**src/rtl/pipe_ctrl.sv**
```systemverilog
// pipe_ctrl -- hazard and stall controller for a five-stage in-order pipeline.
//
// Generates the register load enables and the NOP-insertion controls for the
// IF/ID, ID/EX, EX/MEM and MEM/WB pipeline registers. It handles three cases:
//   * data-memory wait: the front of the pipe freezes while MEM stalls;
//     bubbles are fed into WB, and a timeout leads to HALT;
//   * taken branch resolved in EX: the IF/ID and ID/EX contents are flushed;
//   * load-use hazard: the PC and IF/ID are held and a bubble enters EX.
// Priority: memory freeze > branch flush > load-use.
//
// Parameters
//   MEM_TIMEOUT   maximum number of MEM_WAIT cycles before HALT (2..255)
// Optional feature
//   PIPE_CTRL_PERF_EN  when defined, adds the saturating performance counters
//                      stall_cycles and flush_count
//
// Ports
//   clock, reset_n                 clock, asynchronous active-low reset
//   id_rs1/id_rs2, id_use_rs1/2    source registers used by the ID instruction
//   ex_mem_read, ex_rd             load flag and destination of the EX instruction
//   ex_branch_taken                branch/jump resolved taken in EX
//   mem_req, mem_ready             MEM-stage access request and completion
//   pc_en .. mem_wb_en             pipeline register load enables
//   if_id_flush, id_ex_flush,
//   mem_wb_bubble                  load a NOP into that register
//   state                          RUN=0, MEM_WAIT=1, HALT=2
//   halt_err                       sticky memory timeout flag
//   stall_cycles, flush_count      (PIPE_CTRL_PERF_EN only) performance counters
module pipe_ctrl #(
  parameter int MEM_TIMEOUT = 16
) (
  input  logic       clock,
  input  logic       reset_n,
  input  logic [4:0] id_rs1,
  input  logic [4:0] id_rs2,
  input  logic       id_use_rs1,
  input  logic       id_use_rs2,
  input  logic       ex_mem_read,
  input  logic [4:0] ex_rd,
  input  logic       ex_branch_taken,
  input  logic       mem_req,
  input  logic       mem_ready,
  output logic       pc_en,
  output logic       if_id_en,
  output logic       id_ex_en,
  output logic       ex_mem_en,
  output logic       mem_wb_en,
  output logic       if_id_flush,
  output logic       id_ex_flush,
  output logic       mem_wb_bubble,
  output logic [1:0] state,
  output logic       halt_err
`ifdef PIPE_CTRL_PERF_EN
  ,
  output logic [31:0] stall_cycles,
  output logic [15:0] flush_count
`endif
);

  localparam logic [1:0] RUN      = 2'd0;
  localparam logic [1:0] MEM_WAIT = 2'd1;
  localparam logic [1:0] HALT     = 2'd2;
  localparam logic [7:0] WAIT_LAST = 8'(MEM_TIMEOUT - 1);

  logic [1:0] state_q, state_d;
  logic [7:0] wait_cnt_q, wait_cnt_d;
  logic       halt_err_q, halt_err_d;

  logic freeze;
  logic load_use;

  // A pending memory access freezes everything upstream of MEM.
  assign freeze = ((state_q == RUN) && mem_req && !mem_ready) ||
                  ((state_q == MEM_WAIT) && !mem_ready);

  // Register x0 is hard-wired to zero, so a load into it never creates a hazard.
  assign load_use = ex_mem_read && (ex_rd != 5'd0) &&
                    ((id_use_rs1 && (id_rs1 == ex_rd)) ||
                     (id_use_rs2 && (id_rs2 == ex_rd)));

  // State register
  always_ff @(posedge clock or negedge reset_n) begin
    if (!reset_n) begin
      state_q    <= RUN;
      wait_cnt_q <= 8'd0;
      halt_err_q <= 1'b0;
    end else begin
      state_q    <= state_d;
      wait_cnt_q <= wait_cnt_d;
      halt_err_q <= halt_err_d;
    end
  end

  // Next-state logic
  always_comb begin
    state_d    = state_q;
    wait_cnt_d = wait_cnt_q;
    halt_err_d = halt_err_q;
    unique case (state_q)
      RUN: begin
        if (freeze) begin
          state_d    = MEM_WAIT;
          wait_cnt_d = 8'd1;
        end
      end
      MEM_WAIT: begin
        if (mem_ready) begin
          state_d    = RUN;
          wait_cnt_d = 8'd0;
        end else if (wait_cnt_q == WAIT_LAST) begin
          state_d    = HALT;
          halt_err_d = 1'b1;
        end else begin
          wait_cnt_d = wait_cnt_q + 8'd1;
        end
      end
      HALT: begin
        // Only reset leaves HALT.
      end
      default: begin
        state_d = RUN;
      end
    endcase
  end

  // Output logic
  always_comb begin
    pc_en         = 1'b1;
    if_id_en      = 1'b1;
    id_ex_en      = 1'b1;
    ex_mem_en     = 1'b1;
    mem_wb_en     = 1'b1;
    if_id_flush   = 1'b0;
    id_ex_flush   = 1'b0;
    mem_wb_bubble = 1'b0;
    if (!reset_n) begin
      // Hold everything and keep NOPs in the pipe while reset is asserted.
      pc_en         = 1'b0;
      if_id_en      = 1'b0;
      id_ex_en      = 1'b0;
      ex_mem_en     = 1'b0;
      mem_wb_en     = 1'b0;
      if_id_flush   = 1'b1;
      id_ex_flush   = 1'b1;
      mem_wb_bubble = 1'b1;
    end else if (state_q == HALT) begin
      pc_en     = 1'b0;
      if_id_en  = 1'b0;
      id_ex_en  = 1'b0;
      ex_mem_en = 1'b0;
      mem_wb_en = 1'b0;
    end else if (freeze) begin
      // WB keeps draining; it receives bubbles until MEM completes.
      pc_en         = 1'b0;
      if_id_en      = 1'b0;
      id_ex_en      = 1'b0;
      ex_mem_en     = 1'b0;
      mem_wb_bubble = 1'b1;
    end else if (ex_branch_taken) begin
      if_id_flush = 1'b1;
      id_ex_flush = 1'b1;
    end else if (load_use) begin
      pc_en       = 1'b0;
      if_id_en    = 1'b0;
      id_ex_flush = 1'b1;
    end
  end

  assign state    = state_q;
  assign halt_err = halt_err_q;

`ifdef PIPE_CTRL_PERF_EN
  logic [31:0] stall_cycles_q;
  logic [15:0] flush_count_q;

  always_ff @(posedge clock or negedge reset_n) begin
    if (!reset_n) begin
      stall_cycles_q <= 32'd0;
      flush_count_q  <= 16'd0;
    end else begin
      if (!pc_en && (state_q != HALT) && (stall_cycles_q != 32'hFFFF_FFFF))
        stall_cycles_q <= stall_cycles_q + 32'd1;
      if (if_id_flush && (state_q != HALT) && (flush_count_q != 16'hFFFF))
        flush_count_q <= flush_count_q + 16'd1;
    end
  end

  assign stall_cycles = stall_cycles_q;
  assign flush_count  = flush_count_q;
`endif

endmodule
```
**config.mk**
```make
export PLATFORM = sky130hd
export DESIGN_NAME = pipe_ctrl
export DESIGN_NICKNAME = d
export VERILOG_FILES = /design/src/rtl/pipe_ctrl.sv
export SDC_FILE = /design/constraint.sdc
export NUM_CORES = 1
export LEC_CHECK = 0
export CAP_MARGIN = 0
export CELL_PAD_IN_SITES_DETAIL_PLACEMENT = 1
export CELL_PAD_IN_SITES_GLOBAL_PLACEMENT = 2
export CORE_UTILIZATION = 25
export CTS_CLUSTER_SIZE = 16
export DETAILED_ROUTE_END_ITERATION = 7
export GPL_TIMING_DRIVEN = 0
export PLACE_DENSITY = 0.77
export SLEW_MARGIN = 20
export SYNTH_ARGS = -nofsm -noshare
export SYNTH_HDL_FRONTEND = slang
export SYNTH_SLANG_ARGS = --single-unit
```
**constraint.sdc**
```tcl
create_clock -name clock -period 2.4 [get_ports clock]
set_input_delay 0.24 -clock clock [delete_from_list [all_inputs] [get_ports clock]]
set_output_delay 0.24 -clock clock [all_outputs]
set_load 0.02 [all_outputs]
```
met1.png
Scale bar: 20 µm.
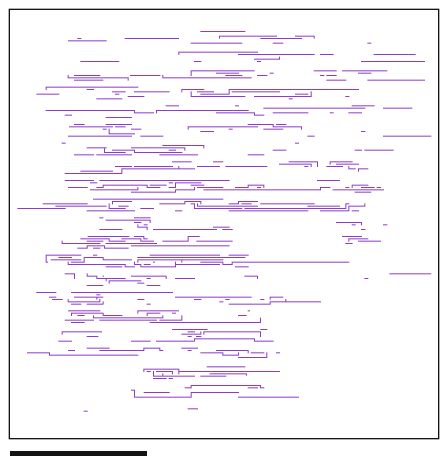
The layer carries 1,360 µm of wire. 147 nets have wire on it.

met2.png
Scale bar: 20 µm.
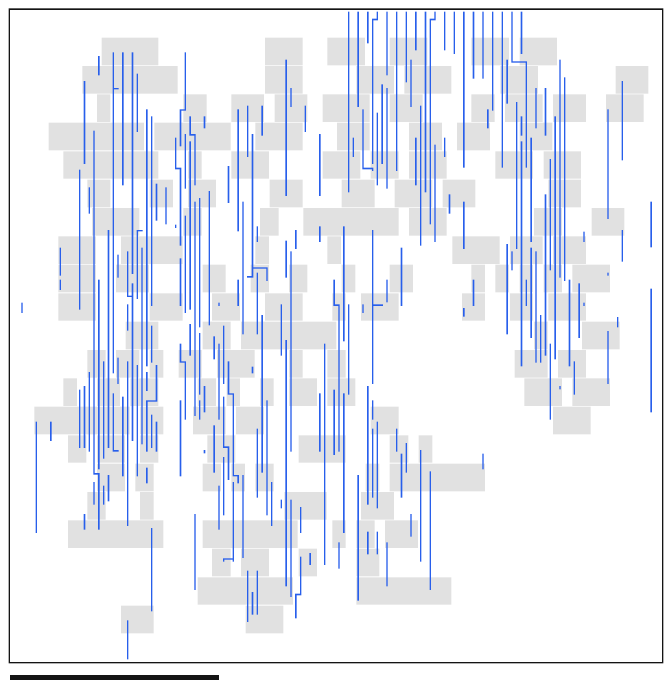
The layer holds 50% of the routed length. The layer carries 1,520 µm of wire. The wires run mostly vertical. 149 nets have wire on it. The longest straight run is 32.8 µm.
met2 GRT Util: 0.2867
vias after detailed routing: 937
Routed Wire Length: 3018 µm

met3.png
Scale bar: 20 µm.
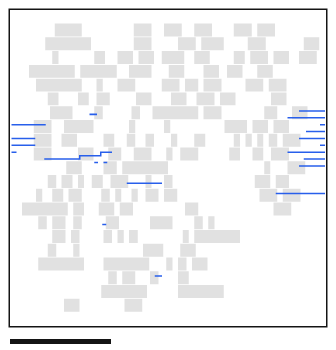
The longest straight run is 9.40 µm. The layer holds 2.9% of the routed length.
routing usage on met3: 0.01825

density.png
The die is cut into 6 by 6 equal tiles; white is low, dark blue is high, 0 to 100% covered.
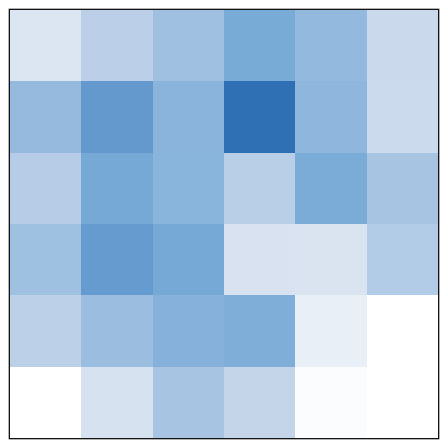
11% of the tiles are nearly empty. The emptiest ninth of the die: bottom right. The fullest tile reaches 74%. The mean over all tiles is 33%. The densest ninth of the die: top middle.

final_congestion.png
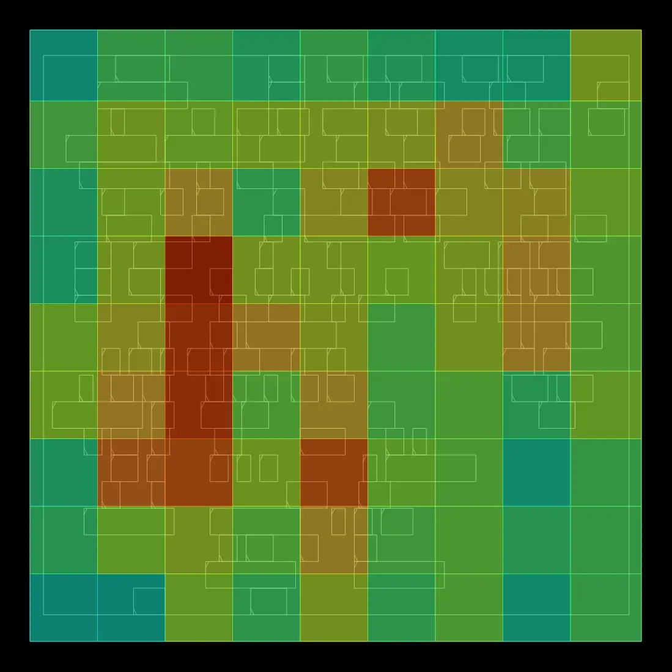
WL/cell: 16.14 µm
GRT Total Usage: 0.1651

[power groups by stage]
stage               clock network (mW)  logic [mW]  registers, mW
floorplan                            0      0.0752          0.205
global placement                     0       0.155          0.207
detailed placement                   0       0.161          0.207
CTS                              0.139       0.160          0.203
global route                     0.151       0.174          0.205
finish                           0.131       0.159          0.204
[cell usage after synthesis (all sizes together) (2+ instances only)]
cell     n  area [µm²]
nand2   10       37.54
o311ai   2       17.52
xnor2    2       17.52
clkbuf   2       7.510
and3     5       31.28
nor4     2       12.51
inv      5       18.77
a21oi    7       38.79
o211ai   3       22.52
and2     4       26.28
o31a     2       18.77
or4      4       33.78
nor2     4       17.52
nand3    5       25.02
nand2b   2       12.51
o21ai    6       41.29
xor2     8       70.07
dfrtp   11       275.3
buf      2       15.01
[layer usage]
layer | vias to the layer above | GRT usage | wire length, µm
li1 | 458 | - | -
met1 | 451 | 0.2099 | 1363
met2 | 20 | 0.2867 | 1521
met3 | 8 | 0.01825 | 86
met4 | 0 | 0.05814 | 46
met5 | - | 0 | 0
[state kept, by name (all words and copies together), names as in the netlist]
| name | count |
|---|---|
| wait_cnt_q | 8 |
| state | 2 |
| halt_err | 1 |
[layout make-up]
class / count / area, µm² / area share
multi-input cells: 84 / 609.3 / 0.4547
repair buffers: 33 / 329.1 / 0.2456
flip-flops and latches: 11 / 275.3 / 0.2054
well taps: 46 / 57.56 / 0.04295
clock buffers: 4 / 26.28 / 0.01961
plain buffers: 4 / 23.77 / 0.01774
inverters: 5 / 18.77 / 0.01401
[per-stage QoR]
step | worst slack, ns | utilization | setup TNS [ns]
floorplan | 0.1991 | - | 0
global placement | -0.3161 | 0.3810 | -0.7353
detailed placement | -0.3206 | 0.3810 | -0.8596
CTS | 0.01304 | 0.3886 | 0
global route | 0.005914 | 0.3923 | 0
finish | 0.1047 | 0.3923 | 0
[path summary, 6_finish.rpt]
kind	start	to	slack, ns	cells after the start
hold reg to reg	halt_err$_DFFE_PN0P_	halt_err$_DFFE_PN0P_	0.50	1
max in group asynchronous	reset_n	state[1]$_DFFE_PN0P_	1.84	1
setup / recovery	id_rs2[2]	pc_en	0.10	7
setup reg to reg	wait_cnt_q[0]$_DFFE_PN0P_	wait_cnt_q[6]$_DFFE_PN0P_	0.44	5
hold / removal	reset_n	wait_cnt_q[3]$_DFFE_PN0P_	0.11	1
min in group clock	halt_err$_DFFE_PN0P_	halt_err$_DFFE_PN0P_	0.50	1
[cell families after synthesis]
kind of cell,Yosys count,share of synthesized area
AOI/OAI and AO/OA,28,0.2397
xor gates and xnor gates,10,0.09590
adders and majority gates,1,0.01370
buffers and inverters,9,0.04521
DFF,11,0.3014
muxes,2,0.02739
and+or+nand+nor,43,0.2767
[what timing repair did]
action,CTS,global route
gates resized,8,5
endpoints found under the setup margin,5,3
setup buffers,0,0
pin swaps,2,2
==> Changelog: implementation <==
### Changed

* Worst Hold Slack at 0.1137 ns
* # Cells Yosys at 104
* Mapped cell area at 913.4 µm²
* Hold Crit Class: input pin to async pin
* Synth Instances at 104
* Endpoints failing setup at 0
* Seq pwr share at 0.412
* Slowest stage delay, CP at 0.42 ns
* Nets at Floorplan at 128
* Sw Share at 0.3140
* Placed cell count at 183
* DIE HEIGHT at 62.45 µm
* Pre-Place Util at 0.2674
* First-pass GRT wire length at 5037 µm
* NetSw at 0.1552 mW
* TritonCTS clock tree: built
* Crit path required time at 2.16 ns
* Final GP Congestion at 0.7280
* Worst Path Buf+Inv at 3
* Peak VDD IR at 0.0002037 V
* Slowest cell on the critical path: clkdlybuf4s50_1
* Drt first pass iters at 4
* Max Clock Skew at 0.008319 ns
* Count of library flops with an enable pin at 0
* Most frequent logic cell in the layout: clkdlybuf4s50_1
* Post-synth regs at 11
* Root Driver: clkbuf_4
* Number of global-route vias before repair at 1,022
* # DRC at 0
* CTS sink cnt at 11
* Fin crit period at 2.295 ns
* P&R area growth vs syn at 46.71%
* Fillers at 428
* Antenna diodes at 0
* H-tree depth at 1
* Non-Filler Instances at 187
* Ys async rst share at 1.000
* Startpoint class of the critical path: input pin
* Post-CTS Hold Buffers at 0
* Lkg Pwr at 0.5710 nW
* Core Box Area at 3416 µm²
* Commonest flop: dfrtp_1
* Vias/cell at 5.011
* Worst Setup Path Type: input pin to output pin
* Outcome: finished, final reports clean
* Unrepaired setup endpoints after global routing: no
* DP Wirelength at 2496 µm
* Fmax at 435.7 MHz
* CTS Buf Count at 3
* Die Width at 62.45 µm
* Power Dens Cells at 368.8 nW/µm²
* Rows at 21
* Sequential area share after synthesis at 0.3014
* Nets at 166
* Max clock buf depth at 2
* Post-synth area from yosys stat at 913.4 µm²
* Max Cap Violations at 0
* Grt ovf at 0
* Cell-internal power at 0.3390 mW
* Total power at 0.4942 mW
Power is estimated from default activity; no workload was simulated.
